<file path="src/rtl/cov_bram_reader.sv">
// cov_bram_reader: fetches the covariance matrix from BRAM port B in row-major order
// once the writer signals completion, and streams it out over valid/ready.
// Optional macro UPPER_TRI_EN: fetch only the upper triangle (col >= row).
`timescale 1ns/1ps
module cov_bram_reader #(
  parameter int unsigned MATRIX_SIZE  = 4,
  parameter int unsigned DATA_SIZE    = 8,
  parameter int unsigned ADDR_WIDTH   = 4,
  parameter int unsigned BRAM_LATENCY = 2
) (
  input  logic                           clk,
  input  logic                           rst,
  input  logic                           start,
  output logic                           enb,
  output logic [ADDR_WIDTH-1:0]          addrb,
  input  logic [31:0]                    doutb,
  output logic                           out_valid,
  input  logic                           out_ready,
  output logic [DATA_SIZE-1:0]           out_data,
  output logic [$clog2(MATRIX_SIZE)-1:0] out_row,
  output logic [$clog2(MATRIX_SIZE)-1:0] out_col,
  output logic                           out_last,
  output logic                           busy,
  output logic                           done
);

  localparam int unsigned IdxW      = $clog2(MATRIX_SIZE);
  localparam int unsigned FifoDepth = BRAM_LATENCY + 2;
  localparam int unsigned PtrW      = $clog2(FifoDepth);
  localparam int unsigned CntW      = $clog2(FifoDepth + 1);
  localparam logic [IdxW-1:0] MaxIdx = IdxW'(MATRIX_SIZE - 1);

  typedef enum logic [1:0] {StIdle, StFetch, StDrain, StDone} state_e;

  state_e                  state_q, state_d;
  logic [IdxW-1:0]         row_q, row_d, col_q, col_d;
  logic                    last_issue;
  logic                    credit_ok;
  logic [CntW-1:0]         in_flight;

  // In-flight read pipe: valid bits plus the tags of each outstanding read
  logic [BRAM_LATENCY-1:0] pipe_vld_q;
  logic [BRAM_LATENCY-1:0] pipe_last_q;
  logic [IdxW-1:0]         pipe_row_q [BRAM_LATENCY];
  logic [IdxW-1:0]         pipe_col_q [BRAM_LATENCY];

  // Skid FIFO, first-word fall-through
  logic [DATA_SIZE-1:0]    fifo_data_q [FifoDepth];
  logic [IdxW-1:0]         fifo_row_q  [FifoDepth];
  logic [IdxW-1:0]         fifo_col_q  [FifoDepth];
  logic [FifoDepth-1:0]    fifo_last_q;
  logic [PtrW-1:0]         wr_ptr_q, rd_ptr_q;
  logic [CntW-1:0]         fifo_count_q;
  logic                    fifo_push, fifo_pop, fifo_full;

  logic                    unused_doutb;
  assign unused_doutb = ^doutb[31:DATA_SIZE];

  function automatic logic [PtrW-1:0] ptr_inc(input logic [PtrW-1:0] p);
    return (p == PtrW'(FifoDepth - 1)) ? '0 : p + PtrW'(1);
  endfunction

  // Credit accounting and issue address from registered state only
  always_comb begin
    in_flight = '0;
    for (int i = 0; i < BRAM_LATENCY; i++) begin
      in_flight = in_flight + CntW'(pipe_vld_q[i]);
    end
    credit_ok  = (32'(in_flight) + 32'(fifo_count_q)) < FifoDepth;
    last_issue = (row_q == MaxIdx) && (col_q == MaxIdx);
    addrb      = ADDR_WIDTH'(32'(row_q) * MATRIX_SIZE + 32'(col_q));
  end

  // FSM next-state, issue enable and status outputs
  always_comb begin
    state_d = state_q;
    row_d   = row_q;
    col_d   = col_q;
    enb     = 1'b0;
    busy    = 1'b0;
    done    = 1'b0;
    case (state_q)
      StIdle: begin
        if (start) begin
          state_d = StFetch;
          row_d   = '0;
          col_d   = '0;
        end
      end
      StFetch: begin
        busy = 1'b1;
        if (credit_ok) begin
          enb = 1'b1;
          if (last_issue) begin
            // Park the counters at zero so addrb idles at 0
            state_d = StDrain;
            row_d   = '0;
            col_d   = '0;
          end else if (col_q == MaxIdx) begin
            row_d = row_q + IdxW'(1);
`ifdef UPPER_TRI_EN
            col_d = row_q + IdxW'(1);
`else
            col_d = '0;
`endif
          end else begin
            col_d = col_q + IdxW'(1);
          end
        end
      end
      StDrain: begin
        busy = 1'b1;
        if (fifo_pop && out_last) state_d = StDone;
      end
      StDone: begin
        done    = 1'b1;
        state_d = StIdle;
      end
      default: state_d = StIdle;
    endcase
  end

  // FSM state and issue counters
  always_ff @(posedge clk) begin
    if (rst) begin
      state_q <= StIdle;
      row_q   <= '0;
      col_q   <= '0;
    end else begin
      state_q <= state_d;
      row_q   <= row_d;
      col_q   <= col_d;
    end
  end

  // Valid pipe; clearing it on reset discards reads still returning from BRAM
  always_ff @(posedge clk) begin
    if (rst) begin
      pipe_vld_q <= '0;
    end else begin
      pipe_vld_q[0] <= enb;
      for (int i = 1; i < BRAM_LATENCY; i++) pipe_vld_q[i] <= pipe_vld_q[i-1];
    end
  end

  // Tag pipe; contents only matter where the matching valid bit is set
  always_ff @(posedge clk) begin
    pipe_row_q[0]  <= row_q;
    pipe_col_q[0]  <= col_q;
    pipe_last_q[0] <= last_issue;
    for (int i = 1; i < BRAM_LATENCY; i++) begin
      pipe_row_q[i]  <= pipe_row_q[i-1];
      pipe_col_q[i]  <= pipe_col_q[i-1];
      pipe_last_q[i] <= pipe_last_q[i-1];
    end
  end

  assign fifo_push = pipe_vld_q[BRAM_LATENCY-1];
  assign fifo_pop  = out_valid && out_ready;
  assign fifo_full = (fifo_count_q == CntW'(FifoDepth));

  // FIFO storage write
  always_ff @(posedge clk) begin
    if (fifo_push) begin
      fifo_data_q[wr_ptr_q] <= doutb[DATA_SIZE-1:0];
      fifo_row_q[wr_ptr_q]  <= pipe_row_q[BRAM_LATENCY-1];
      fifo_col_q[wr_ptr_q]  <= pipe_col_q[BRAM_LATENCY-1];
      fifo_last_q[wr_ptr_q] <= pipe_last_q[BRAM_LATENCY-1];
    end
  end

  // FIFO pointers and occupancy; push and pop together leave the count unchanged
  always_ff @(posedge clk) begin
    if (rst) begin
      wr_ptr_q     <= '0;
      rd_ptr_q     <= '0;
      fifo_count_q <= '0;
    end else begin
      if (fifo_push) wr_ptr_q <= ptr_inc(wr_ptr_q);
      if (fifo_pop)  rd_ptr_q <= ptr_inc(rd_ptr_q);
      if (fifo_push && !fifo_pop)      fifo_count_q <= fifo_count_q + CntW'(1);
      else if (!fifo_push && fifo_pop) fifo_count_q <= fifo_count_q - CntW'(1);
    end
  end

  // Head of FIFO drives the stream; fields read as zero while nothing is valid
  always_comb begin
    out_valid = (fifo_count_q != '0);
    out_data  = out_valid ? fifo_data_q[rd_ptr_q] : '0;
    out_row   = out_valid ? fifo_row_q[rd_ptr_q]  : '0;
    out_col   = out_valid ? fifo_col_q[rd_ptr_q]  : '0;
    out_last  = out_valid ? fifo_last_q[rd_ptr_q] : 1'b0;
  end

  // The credit rule must keep returning data from ever meeting a full FIFO
  assert property (@(posedge clk) disable iff (rst) !(fifo_push && fifo_full));

endmodule

</file>
<file path="config.mk">
export PLATFORM = sky130hd
export DESIGN_NAME = cov_bram_reader
export DESIGN_NICKNAME = d
export VERILOG_FILES = /design/src/rtl/cov_bram_reader.sv
export SDC_FILE = /design/constraint.sdc
export NUM_CORES = 1
export LEC_CHECK = 0
export CAP_MARGIN = 20
export CORE_UTILIZATION = 54
export DETAILED_ROUTE_END_ITERATION = 7
export PLACE_DENSITY = 0.87
export SETUP_SLACK_MARGIN = 0.05
export SLEW_MARGIN = 20
export SYNTH_ARGS = -nofsm -noshare
export SYNTH_HDL_FRONTEND = slang
export SYNTH_SLANG_ARGS = --single-unit
</file>
<file path="constraint.sdc">
create_clock -name clk -period 6.5 [get_ports clk]
set_clock_uncertainty 0.1 [all_clocks]
set_input_delay 1.3 -clock clk [delete_from_list [all_inputs] [get_ports clk]]
set_output_delay 1.3 -clock clk [all_outputs]
set_load 0.005 [all_outputs]
</file>
Fig. 1: run 1, routed metal, one colour a layer
Bar = 20 µm.
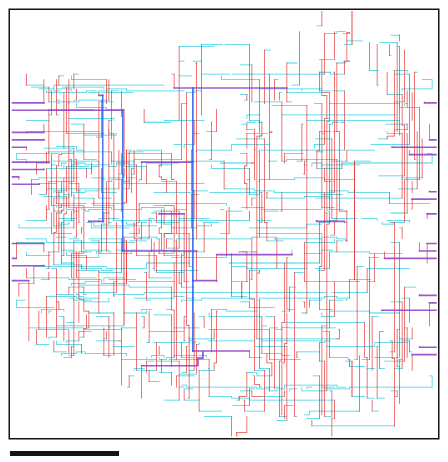
| colour | layer | wire length |
|---|---|---|
| purple | metal 3 | 231 µm |
| cyan | metal 1 | 2320 µm |
| blue | metal 4 | 97.2 µm |
| red | metal 2 | 2490 µm |
Total GRT Usage: 18.74%
WL final: 5.142 mm
via total after detailed routing: 1699
average wire per cell in the routed design: 16.22 µm

Fig. 2: run 1, clock wires, drivers and flops
Bar = 20 µm.
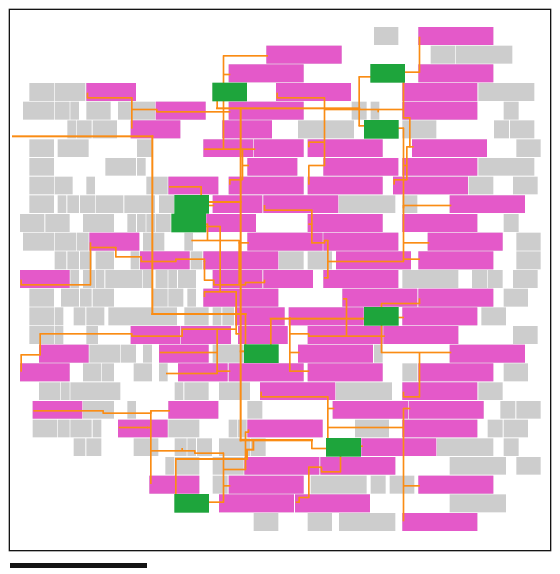
[magenta] flip-flops | count: 79
[orange] clock wires | length: 788 µm
[green] clock drivers | count: 9
routed clock nets: 10
Clock power frac: 23.3%
clock insertion delay at the later pin of the skew report: 0.33 ns
Clock group: 0.315 mW

==> summary.txt, run 1 <==
The implementation run finished. In the final layout, excluding clock buffers the buffer count is 33. Total setup buffers inserted after CTS landed at 0. Post-synthesis, Yosys gives the total cell area as 3167 µm².

The most critical hold endpoint after final layout shows a slack of 0.2309 ns. Number of multi-input combinational cells in the layout landed at 107. The final weighted congestion recorded by global placement is 0.8249. In the detailed route, the total length drawn on met2 is 2.491 mm. STA puts the critical path data arrival time at 2.39 ns. Sequential share of power landed at 46.7%. Number of buffers added to fix hold violations after cts landed at 0. Total leakage power landed at 1.306 nW. The iteration count recorded for the first detailed-route pass is 4. Portion of the layout cell area used by non-clock buffers landed at 8.792%. For reference, full adder, half adder and majority cells occupy 6.164% of the area reported after synthesis. In this design, the largest share of critical-path delay is due to flip-flops. The register with the most flip-flops in the layout has 32 of them. Number of buffers inserted during clock tree synthesis landed at 9.

Gates resized during post-CTS repair numbered 0. In the Yosys report the total cell count is 201. In this run, the combinational gates consume 30.1% of the power. Setup repair after global routing left no endpoint under its margin. DRC marker count from the first detailed-route iteration landed at 69. The cell type that accounts for the most area after synthesis is sky130_fd_sc_hd__edfxtp_1. The largest registers in the layout are fifo_data_q x32, fifo_col_q x8, fifo_row_q x8. The timing report shows that the slowest cell on the worst path is sky130_fd_sc_hd__dfxtp_1. Setup slack after placement landed at 3.017 ns. First-pass GRT wire length landed at 8.321 mm.

Counting every instance in the synthesized netlist gives 201. Multiplexer share of the synthesized area landed at 10.75%. Total chip power landed at 1.352 mW. The dominant power group in this design is registers. Width of the die landed at 78.58 µm. The run finished with clean final reports. Per the OpenROAD timing report, the critical path contains 3 cells. Data on the critical path is required at its endpoint by 5.10 ns.

Final cell count without fillers landed at 317. TritonCTS built the clock tree. Count of flip-flops with a built-in enable after synthesis landed at 52. Row generation in the floorplan step produced 27 rows. Counting the inverters off the clock network in the layout gives 10. The synthesized design devotes to its leading area cell type 49.31% of total area.

Grouping non-sequential cells by family puts the most area in multiplexers. The type recorded for the worst min-delay path is reg2reg. The number of antenna diodes in the final layout is 0. The max-slew check reports its worst relative slack as 45.61%. The main area contributors are sky130_fd_sc_hd__edfxtp_1, sky130_fd_sc_hd__dfxtp_1, sky130_fd_sc_hd__mux4_2, sky130_fd_sc_hd__ha_1, sky130_fd_sc_hd__nor2b_1. The synthesis report names the predominant flop master as sky130_fd_sc_hd__edfxtp_1. The gate-level netlist out of Yosys references 36 unique cell types. Multi-input logic portion of the cell area landed at 26.81%. Per the OpenROAD floorplan log, the area of the die is 6175 µm². The timing report gives the clock slew at the launch and capture registers of the worst setup and hold paths as 0.07 ns.

In the final layout, the multi-input gates occupy 999.7 µm². STA classifies the critical path endpoint as an output port. The layer flagged by global routing as most heavily used is met2. Number of antenna violations at the first check in global routing landed at 0. Via count of the first global-routing pass landed at 1686. Delay of the slowest critical-path stage landed at 0.85 ns. The signal on the critical path passes through mux4_2 > nor2b_1 > clkdlybuf4s50_1.

Post-synthesis xor/xnor area fraction landed at 0.5531%. Area overhead of the layout relative to synthesis landed at 17.74%. The core region is 5574 µm².

Along the critical path, the tally of buffer and inverter instances is 1. For reference, the post-synthesis area per instance comes to 15.76 µm². The clock passes through at most 2 buffers. After routing, the total negative slack on setup checks comes to 0 ns. Looking at the setup timing report, the critical path kind is reg2out.

Per the post-route antenna check, the number of violating nets is 0. Tally of buffers added on design ports landed at 32. In this run the worst setup path terminates at out_data[2]. Share of cells above drive strength 1 landed at 11.43%. Sequential cell count of the final layout landed at 79.

Top fanout value on the critical path landed at 12. Per the timing report, the most critical flop-to-flop path originates at fifo_count_q[1]. Per the detail_route log, the uppermost layer with routed signals is met4.

In the routed design, unresolved DRC markers number 0. Detail-routed via count per cell landed at 5.360. The layout has 392 filler cells. Maximum level of the CTS H-tree landed at 3.

The post-synth register bit count is 79. Clock period minus final worst setup slack landed at 3.787 ns. VDD sags by at most 0.0002622 V. Final worst slack landed at 2.713 ns.

The synthesized netlist devotes 8.692% of its cell area to simple gates. On met1, the global router reports a usage of 22.83%. Clock-cell share of area landed at 4.597%. Final number of setup-violating endpoints landed at 0. Total number of clock tree sinks landed at 79. Number of nets in the layout landed at 291. Number of top-level design ports landed at 57.

The final hold violation count recorded for this run is 0. Final max-slew violation count landed at 0. Recorded from the global router log, the overflow total was 0.

The post-placement cell area is 3557 µm². The tool warning count for the run is 57. Post-synthesis compound-gate area fraction landed at 5.413%.

Per the area breakdown, the dominant cell category is sequential cells. Clock tree synthesis selected as its root buffer the cell sky130_fd_sc_hd__clkbuf_8. Dividing total power by cell area gives a power density of 362.7 nW/µm². Cell area after layout landed at 3729 µm². Of all flip-flops after synthesis, the portion carrying an async set or reset was 0%. Internal portion of total power landed at 0.9661 mW. Per the breakdown, switching nets consume 28.57% of all power. STA lists the startpoint of the worst hold path as pipe_row_q[0][1]. The most common cell in the synthesized netlist is sky130_fd_sc_hd__edfxtp_1. Yosys warning tally landed at 0.

The die is 78.58 µm tall. Synthesized netlist net count landed at 252. Half-perimeter wire length after detailed placement landed at 3.501 mm. Post-placement cell count landed at 301. Leaving out fill and tap cells, the most frequent cell in the layout is sky130_fd_sc_hd__edfxtp_1. Entering global routing, the biggest net connects 18 pins. The switching component of the power was reported as 0.3864 mW. Number of max-cap violations landed at 0. Path depth of the worst reg2reg path landed at 7. Routed length on met3 landed at 231 µm. Part of the Yosys area used for sequential elements landed at 66.38%.

The endpoint identified for the worst register-to-register timing path is fifo_count_q[2]. Upper clock frequency limit landed at 264.0 MHz. Yosys reports that the most numerous cell types are sky130_fd_sc_hd__edfxtp_1, sky130_fd_sc_hd__dfxtp_1, sky130_fd_sc_hd__ha_1, sky130_fd_sc_hd__nor2b_1. In the finished layout, the clock tree contains a buffer count of 15. The worst setup path is launched from a register. Inserted tap cell count landed at 72. Worst hold path depth landed at 0. Floorplan core density landed at 56.81%. Area of the mapped netlist landed at 3167 µm². The register with the most flip-flops in the final layout is fifo_data_q.

The worst hold path terminates at pipe_row_q[0][3].
Fig. 3: run 1, where the registers sit
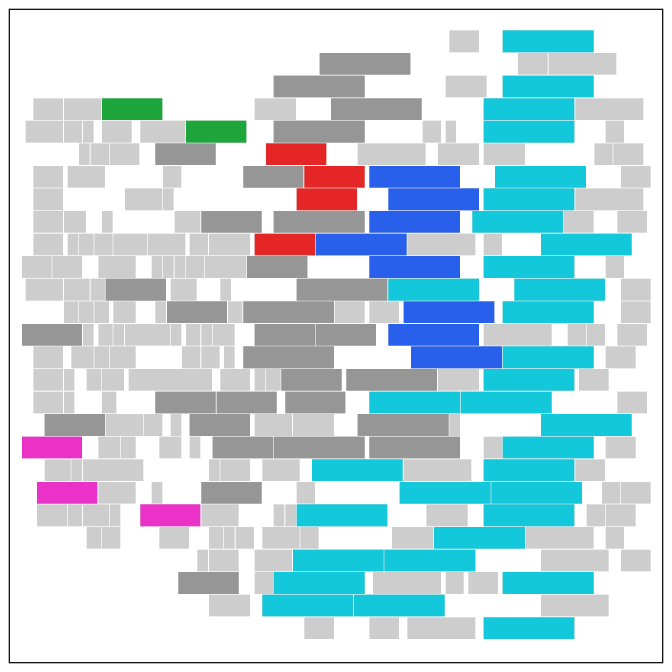
| colour | name in the netlist | flops |
|---|---|---|
| magenta | `fifo_count_q` | 3 |
| red | `pipe_row_q` | 4 |
| blue | `fifo_row_q` | 8 |
| green | `state_q` | 2 |
| cyan | `fifo_data_q` | 32 |
not coloured: 30
Seq. pwr: 0.631 mW
Register Area: 2102 µm²
final core area utilization: 66.89%
proportion of cell area occupied by registers: 56.38%

Fig. 4: run 1, congestion heat map
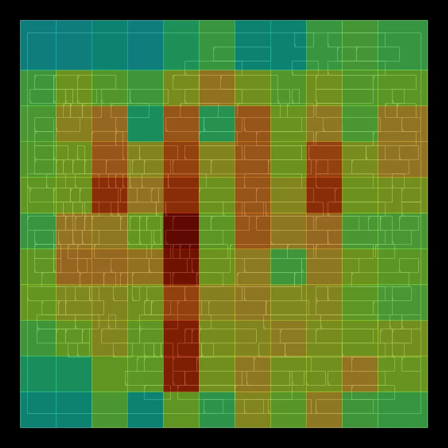
global-route met3 utilization: 5.581%
global-route track usage on met2: 30.96%

Fig. 5: run 1, ports around the boundary
Pins as bars across the die edge, other pins in grey.
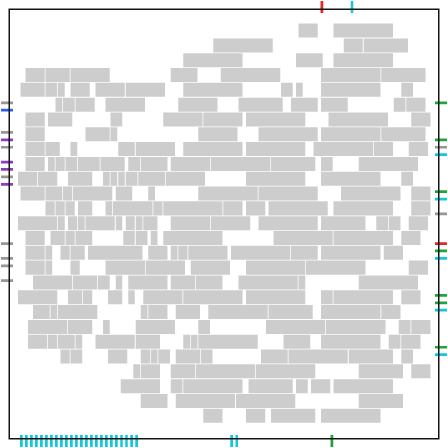

==> inputs of run 2 (changes only) <==
--- a/config.mk
+++ b/config.mk
@@ -6,9 +6,9 @@
 export NUM_CORES = 1
 export LEC_CHECK = 0
 export CAP_MARGIN = 20
-export CORE_UTILIZATION = 54
+export CORE_UTILIZATION = 47
 export DETAILED_ROUTE_END_ITERATION = 7
-export PLACE_DENSITY = 0.87
+export PLACE_DENSITY = 0.81
 export SETUP_SLACK_MARGIN = 0.05
 export SLEW_MARGIN = 20
 export SYNTH_ARGS = -nofsm -noshare
==> constraint.sdc (replaced) <==
create_clock -name clk -period 3.44 [get_ports clk]
set_clock_uncertainty 0.1 [all_clocks]
set_input_delay 0.688 -clock clk [delete_from_list [all_inputs] [get_ports clk]]
set_output_delay 0.688 -clock clk [all_outputs]
set_load 0.005 [all_outputs]
Fig. 6: run 2, ports around the boundary
Pins as bars across the die edge, other pins in grey.
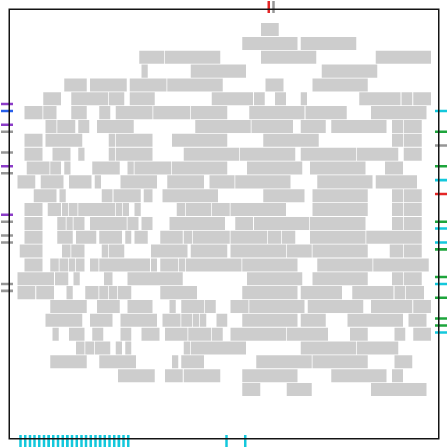
| colour | port | pins | direction | edge |
|---|---|---|---|---|
| blue | `clk` | 1 | input | left |
| red | `out_col` | 2 | output | 1 right, 1 top |
| green | `out_data` | 8 | output | right |
| cyan | `doutb` | 32 | input | 26 bottom, 6 right |
| purple | `addrb` | 4 | output | left |
all pins by edge: 26 bottom, 16 right, 13 left, 2 top
IO Port Bufs: 32
overall die height: 84.09 µm

Fig. 7: run 2, congestion heat map
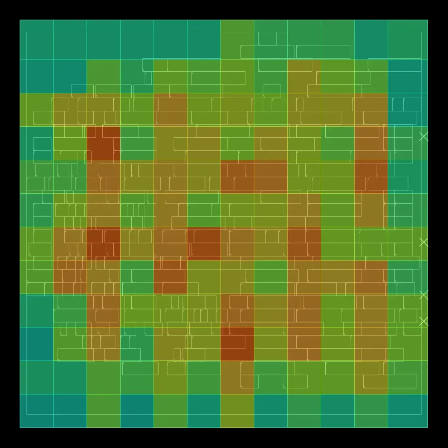
final core area utilization: 58.87%
global-route met3 utilization: 5.242%
global-route track usage on met2: 26.45%

Fig. 8: run 2, routed metal, one colour a layer
Bar = 20 µm.
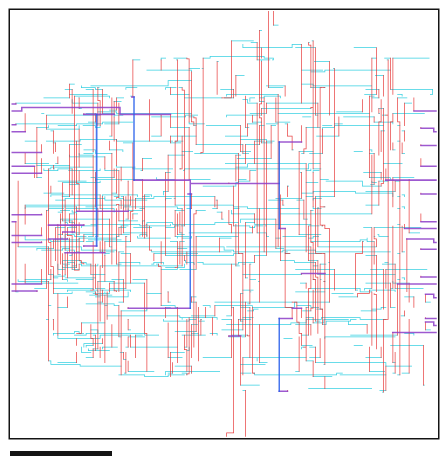
| colour | layer | wire length |
|---|---|---|
| cyan | metal 1 | 2260 µm |
| red | metal 2 | 2460 µm |
| purple | metal 3 | 255 µm |
| blue | metal 4 | 95.9 µm |
average wire per cell in the routed design: 15.69 µm
Total GRT Usage: 15.89%
WL final: 5.069 mm

==> run 2 against run 1 <==
Effect of this change: the run now ends with DRC left; register-to-register slack got worse by 3.1 ns; sequential cell count unchanged; non-clock buffer count increased by 2; synthesized area unchanged; final cell count increased by 1.9%; wire length decreased by 1.4%; design area increased by 1.4%; sequential share of layout area decreased by 0.78 points; sequential power increased by 85%; first-iteration DRC count increased by 57%; highest routed layer unchanged.
==> summary.txt, run 2 <==
The implementation run finished. Run status: finished with violations (was finished clean). The final reports fail on DRC. The number of ordinary inverters in the final layout is 10 (unchanged).

Number of max-cap violations landed at 0 (unchanged). The number of nets in the layout was 293 (was 291). The internal portion of total power was 1.932 mW (was 0.9661 mW). Post-synthesis xor/xnor area fraction landed at 0.5531% (unchanged). The heaviest power group is registers (unchanged). The synthesized-area fraction occupied by adder cells came to 6.164% (unchanged). The met2 routed wirelength was 2.459 mm (was 2.491 mm). Maximum level of the CTS H-tree landed at 3 (unchanged). Required time at the endpoint of the critical path landed at 2.65 ns (was 5.10 ns).

The reported clock group power was 0.707 mW (was 0.315 mW). Post-synth area hogs: sky130_fd_sc_hd__edfxtp_1, sky130_fd_sc_hd__dfxtp_1, sky130_fd_sc_hd__mux4_2, sky130_fd_sc_hd__ha_1, sky130_fd_sc_hd__nor2b_1 (unchanged). The setup total negative slack was 0 ns (unchanged). The buffer cell driving the clock tree root is sky130_fd_sc_hd__clkbuf_8 (unchanged). The placed standard-cell area is 3578 µm² (was 3557 µm²).

First-pass GRT wire length landed at 8.418 mm (was 8.321 mm). Derived from the worst setup path, the maximum achievable clock frequency is 336.4 MHz. Post-synthesis compound-gate area fraction landed at 5.413% (unchanged). The clock tree from TritonCTS is done (unchanged). Clock period minus final worst setup slack landed at 2.972 ns. Total chip power landed at 2.667 mW (was 1.352 mW). The residual antenna-violating net count after detailed routing came to 0 (unchanged). Number of buffers added to fix hold violations after cts landed at 0 (unchanged). The flip-flop cell with the highest count after synthesis is sky130_fd_sc_hd__edfxtp_1 (unchanged).

Sequential cell count of the final layout landed at 79 (unchanged). The portion of the layout cell area used by non-clock buffers is 9.067% (was 8.792%). The biggest area consumer among cell classes is sequential cells (unchanged).

The top cell type by instance count after synthesis was sky130_fd_sc_hd__edfxtp_1 (unchanged). The floorplan core density came to 49.31% (was 56.81%). The highest-utilization routing layer at the global route stage was met2 (unchanged).

Multi-input logic portion of the cell area landed at 26.44% (was 26.81%). The number of gates on the worst path with buffers counted was 4 (was 3). Total DRC errors in the routed layout landed at 8 (was 0). Number of hold-slack violations in the final timing report landed at 0 (unchanged). The area share of the largest cell type after synthesis is 49.31% (unchanged).

Total number of clock tree sinks landed at 79 (unchanged). Multiplexer share of the synthesized area landed at 10.75% (unchanged). Insertion delay of the later-clocked pin in the worst-skew pair landed at 0.33 ns (about the same). The top fanout value on the critical path is 7 (was 12).

Setup slack after placement landed at 0.6002 ns (was 3.017 ns). First-pass detailed-route iteration total landed at 6 (was 4). Register clock-pin slew on the reported worst setup and hold paths landed at 0.07 ns (about the same).

Part of the total power dissipated in combinational logic landed at 29.7% (was 30.1%). Number of top-level design ports landed at 57 (unchanged). Routed length on met3 landed at 254 µm (was 231 µm). The simple-gate share of the synthesized area was 8.692% (unchanged).

The clock-cell share of area is 5.361% (was 4.597%). The family with the most delay on the worst path was simple AND/OR/NAND/NOR gates (was flip-flops). Number of cells in the yosys synthesis report landed at 201 (unchanged). The worst setup path endpoint was out_last (was out_data[2]). The switching portion of total power is 27.56% (was 28.57%). The area overhead of the layout relative to synthesis is 19.40% (was 17.74%).

The mean cell area of the mapped netlist was 15.76 µm² (unchanged). Post-synthesis chip area from yosys landed at 3167 µm² (unchanged). The path type of the worst min-delay path is reg2reg (unchanged). The final worst slack came to 0.4676 ns (was 2.713 ns). Number of core rows landed at 29 (was 27).

The most frequently placed logic cell in the final layout is sky130_fd_sc_hd__edfxtp_1 (unchanged). The via count of the first global-routing pass is 1772 (was 1686). Top flop regs: fifo_data_q x32, fifo_col_q x8, fifo_row_q x8 (unchanged). Post-placement cell count landed at 308 (was 301).

Most instantiated cells after synthesis: sky130_fd_sc_hd__edfxtp_1, sky130_fd_sc_hd__dfxtp_1, sky130_fd_sc_hd__ha_1, sky130_fd_sc_hd__nor2b_1 (unchanged). The total die size came to 7070 µm² (was 6175 µm²). The total of cells resized after clock tree synthesis is 0 (unchanged). Share of cells above drive strength 1 landed at 12.20% (was 11.43%). The top cell type by total area after synthesis is sky130_fd_sc_hd__edfxtp_1 (unchanged). The number of buffers between clock root and the deepest sink was 2 (unchanged). Logic area landed at 999.7 µm² (unchanged). Non-clock buffer total of the final layout landed at 35 (was 33). Global-route track usage on met1 landed at 19.10% (was 22.83%).

Final cell count without fillers landed at 323 (was 317). The final RePlAce weighted congestion came to 0.7856 (was 0.8249). The path depth of the worst reg2reg path is 7 (unchanged). Total congestion overflow after global routing landed at 0 (unchanged). The count of flip-flops with a built-in enable after synthesis was 52 (unchanged).

The detail-routed via count per cell came to 5.350 (was 5.360). Post-route worst hold slack landed at 0.2303 ns (was 0.2309 ns). Area of the mapped netlist landed at 3167 µm² (unchanged).

Total leakage power landed at 1.326 nW (was 1.306 nW). Flop share of the area landed at 55.59% (was 56.38%). The synthesized netlist net count is 252 (unchanged). Sequential share of power landed at 43.8% (was 46.7%).

The most flop-heavy register is fifo_data_q (unchanged). Total number of warnings across the stage logs landed at 57 (unchanged). Relative contribution of the clock network to total power landed at 26.5% (was 23.3%).

Number of distinct library cells after synthesis landed at 36 (unchanged). Half-perimeter wire length after detailed placement landed at 3.374 mm (was 3.501 mm). The number of antenna violations at the first check in global routing is 0 (unchanged). Cell area after layout landed at 3781 µm² (was 3729 µm²).

The worst min-delay path endpoint was pipe_col_q[0][2] (was pipe_row_q[0][3]). Number of flip-flops under the largest register name landed at 32 (unchanged). Synthesized netlist cell count landed at 201 (unchanged). Total setup buffers inserted after CTS landed at 0 (unchanged). The switching power total was 0.7349 mW (was 0.3864 mW). Number of buffers and inverters on the critical path landed at 2 (was 1). The area of the core was 6422 µm² (was 5574 µm²). The element type at the critical path start is a register (unchanged). The startpoint of the most critical hold path is pipe_col_q[0][0] (was pipe_row_q[0][1]). The main kind of combinational logic by area is multiplexers (unchanged). The cell area power density is 705.3 nW/µm² (was 362.7 nW/µm²).

The power attributed to sequential cells was 1.17 mW (was 0.631 mW). The top layer used by detailed routing is met4 (unchanged). List of cells traversed by the critical path: nor3_1 > inv_1 > and3_1 > clkdlybuf4s50_1 (was mux4_2 > nor2b_1 > clkdlybuf4s50_1). Inserted tap cell count landed at 77 (was 72).

The launching point of the worst reg2reg path was fifo_count_q[1] (unchanged). The signal arrival time at the worst endpoint is 2.18 ns (was 2.39 ns). The width of the die came to 84.09 µm (was 78.58 µm). Number of buffers inserted during clock tree synthesis landed at 9 (unchanged). The DRC marker count from the first detailed-route iteration was 108 (was 69). Post-synthesis async set-or-reset flop share landed at 0% (unchanged).
Fig. 9: run 2, where the registers sit
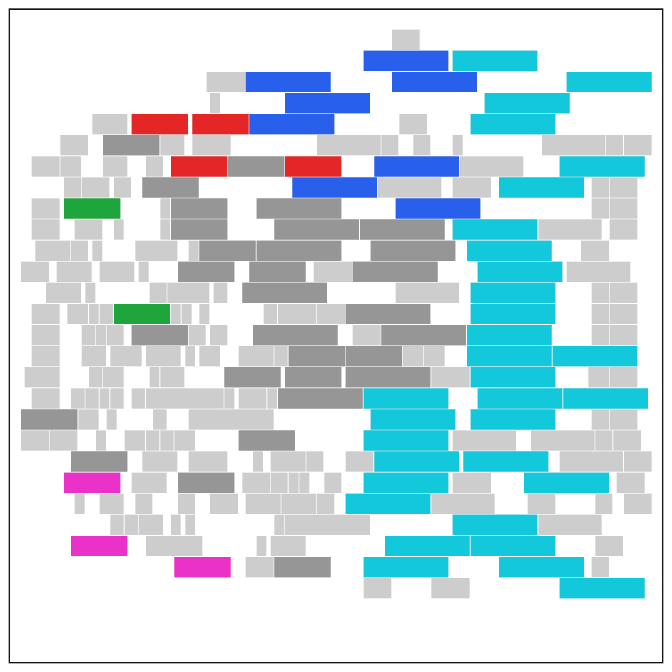

==> inputs of run 3 (changes only) <==
==> constraint.sdc (replaced) <==
create_clock -name clk -period 2.6 [get_ports clk]
set_clock_uncertainty 0.1 [all_clocks]
set_input_delay 0.52 -clock clk [delete_from_list [all_inputs] [get_ports clk]]
set_output_delay 0.52 -clock clk [all_outputs]
set_load 0.005 [all_outputs]
Fig. 10: run 3, where the registers sit
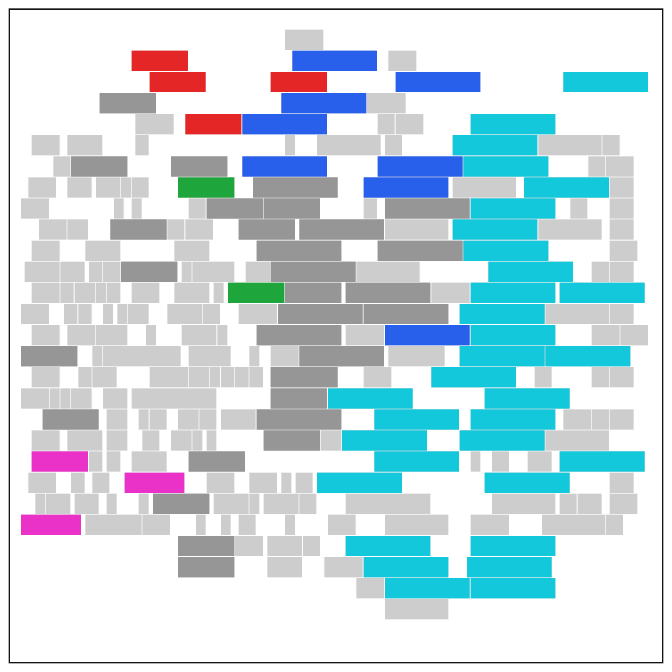
| colour | name in the netlist | flops |
|---|---|---|
| red | `pipe_row_q` | 4 |
| magenta | `fifo_count_q` | 3 |
| blue | `fifo_row_q` | 8 |
| cyan | `fifo_data_q` | 32 |
| green | `state_q` | 2 |
not coloured: 30
final core area utilization: 59.54%
Register Area: 2108 µm²
proportion of cell area occupied by registers: 55.14%
Seq. pwr: 1.55 mW

Fig. 11: run 3, routed metal, one colour a layer
Bar = 20 µm.
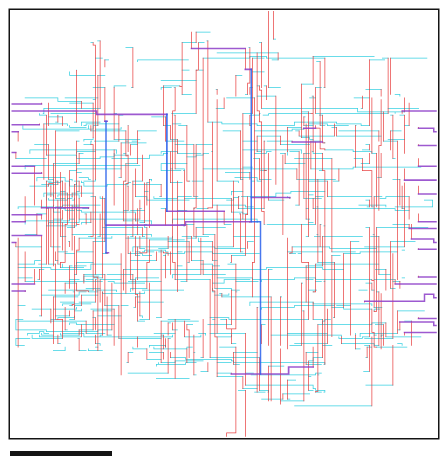
| colour | layer | wire length |
|---|---|---|
| red | metal 2 | 2620 µm |
| blue | metal 4 | 107 µm |
| cyan | metal 1 | 2320 µm |
| purple | metal 3 | 260 µm |
via total after detailed routing: 1727
WL final: 5.306 mm

==> run 3 against run 2 <==
Effect of this change: the flow still finishes with violations (DRC); synthesized cell count did not move; via count barely moved; die size did not move; global-route usage rose by 0.66 points; critical path depth rose by 1; worst setup slack got worse by 0.34 ns.
==> summary.txt, run 3 <==
The implementation run finished. Run status: finished with violations (unchanged). Failing checks: DRC (unchanged). Unrepaired setup endpoints after global routing: true (was false).

The worst setup path endpoint was enb (was out_last). The insertion delay of the later-clocked pin in the worst-skew pair was 0.35 ns (was 0.33 ns). Synthesized-area fraction occupied by adder cells landed at 6.164% (unchanged). Post-placement cell count landed at 310 (was 308). Switching portion of total power landed at 28.42% (was 27.56%). The post-synthesis compound-gate area fraction is 5.413% (unchanged). The via count of the first global-routing pass is 1707 (was 1772).

The number of gates on the worst path with buffers counted is 5 (was 4). The cell area after layout is 3824 µm² (was 3781 µm²). The highest-utilization routing layer at the global route stage is met2 (unchanged). Total die size landed at 7070 µm² (unchanged). The number of multi-input combinational cells in the layout was 107 (unchanged).

Number of nets in the layout landed at 295 (was 293). The number of buffers inserted during clock tree synthesis was 9 (unchanged). The synthesized netlist net count was 252 (unchanged).

Total congestion overflow after global routing landed at 0 (unchanged). Number of flip-flops under the largest register name landed at 32 (unchanged). The number of distinct library cells after synthesis is 36 (unchanged). Floorplan core density landed at 49.31% (unchanged). The multi-input logic portion of the cell area was 26.51% (was 26.44%). The final worst slack came to 0.1247 ns (was 0.4676 ns).

The critical path endpoint category was an output port (unchanged). The synthesized netlist cell count is 201 (unchanged). The register clock-pin slew on the reported worst setup and hold paths is 0.08 ns (was 0.07 ns).

Post-synth area hogs: sky130_fd_sc_hd__edfxtp_1, sky130_fd_sc_hd__dfxtp_1, sky130_fd_sc_hd__mux4_2, sky130_fd_sc_hd__ha_1, sky130_fd_sc_hd__nor2b_1 (unchanged). Count of clock-net buffers in the final layout landed at 9 (was 11). The area overhead of the layout relative to synthesis is 20.74% (was 19.40%). Internal portion of total power landed at 2.536 mW (was 1.932 mW). Final cell count without fillers landed at 326 (was 323). Upper clock frequency limit landed at 404.0 MHz. The worst voltage drop across the vdd grid came to 0.0005460 V (was 0.0003942 V). The end of the worst register-to-register path was fifo_count_q[2] (unchanged). Simple-gate share of the synthesized area landed at 8.692% (unchanged). The area of the core was 6422 µm² (unchanged).

The number of top-level design ports was 57 (unchanged). Half-perimeter wire length after detailed placement landed at 3.421 mm (was 3.374 mm). Maximum level of the CTS H-tree landed at 3 (unchanged).

The detail-routed via count per cell came to 5.298 (was 5.350). Routed length on met3 landed at 260 µm (was 254 µm). Residual antenna-violating net count after detailed routing landed at 0 (unchanged). The setup slack after placement is 0.1080 ns (was 0.6002 ns). The final number of setup-violating endpoints came to 0 (unchanged).

The number of max-cap violations came to 0 (unchanged). The number of buffers between clock root and the deepest sink came to 2 (unchanged). The mean cell area of the mapped netlist was 15.76 µm² (unchanged). The family with the most delay on the worst path is buffers and inverters (was simple AND/OR/NAND/NOR gates). The total chip power was 3.543 mW (was 2.667 mW). The post-synthesis async set-or-reset flop share is 0% (unchanged). The total DRC errors in the routed layout came to 8 (unchanged). The maximum number of pins on one net before global-route repair came to 17 (was 18).

The vertical extent of the die is 84.09 µm (unchanged). Relative contribution of the clock network to total power landed at 26.9% (was 26.5%). The most frequently placed logic cell in the final layout was sky130_fd_sc_hd__edfxtp_1 (unchanged). The area share of the largest cell type after synthesis came to 49.31% (unchanged).

Worst max-slew margin expressed relative to the limit landed at 52.75% (was 48.95%). The clock-cell share of area came to 5.497% (was 5.361%). The total leakage power is 1.387 nW (was 1.326 nW).

The delay of the slowest critical-path stage is 0.49 ns (was 0.65 ns). Signal arrival time at the worst endpoint landed at 1.86 ns (was 2.18 ns). The setup total negative slack was 0 ns (unchanged). Most instantiated cells after synthesis: sky130_fd_sc_hd__edfxtp_1, sky130_fd_sc_hd__dfxtp_1, sky130_fd_sc_hd__ha_1, sky130_fd_sc_hd__nor2b_1 (unchanged).

The most flop-heavy register was fifo_data_q (unchanged). Portion of the layout cell area used by non-clock buffers landed at 9.359% (was 9.067%). The main kind of combinational logic by area was multiplexers (unchanged). The element type at the critical path start was a register (unchanged).
Fig. 12: run 3, congestion heat map
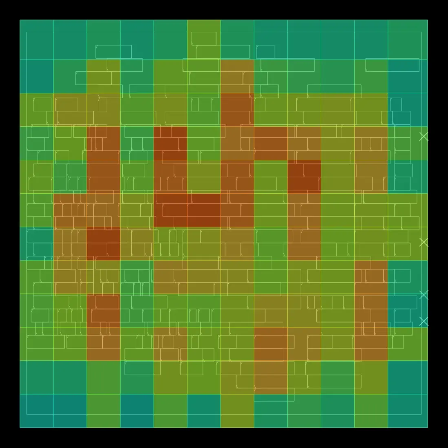
Total GRT Usage: 16.54%
global-route track usage on met2: 26.83%
met1 usage: 20.45%
average wire per cell in the routed design: 16.28 µm
global-route met3 utilization: 4.649%

Power is estimated from default activity; no workload was simulated.
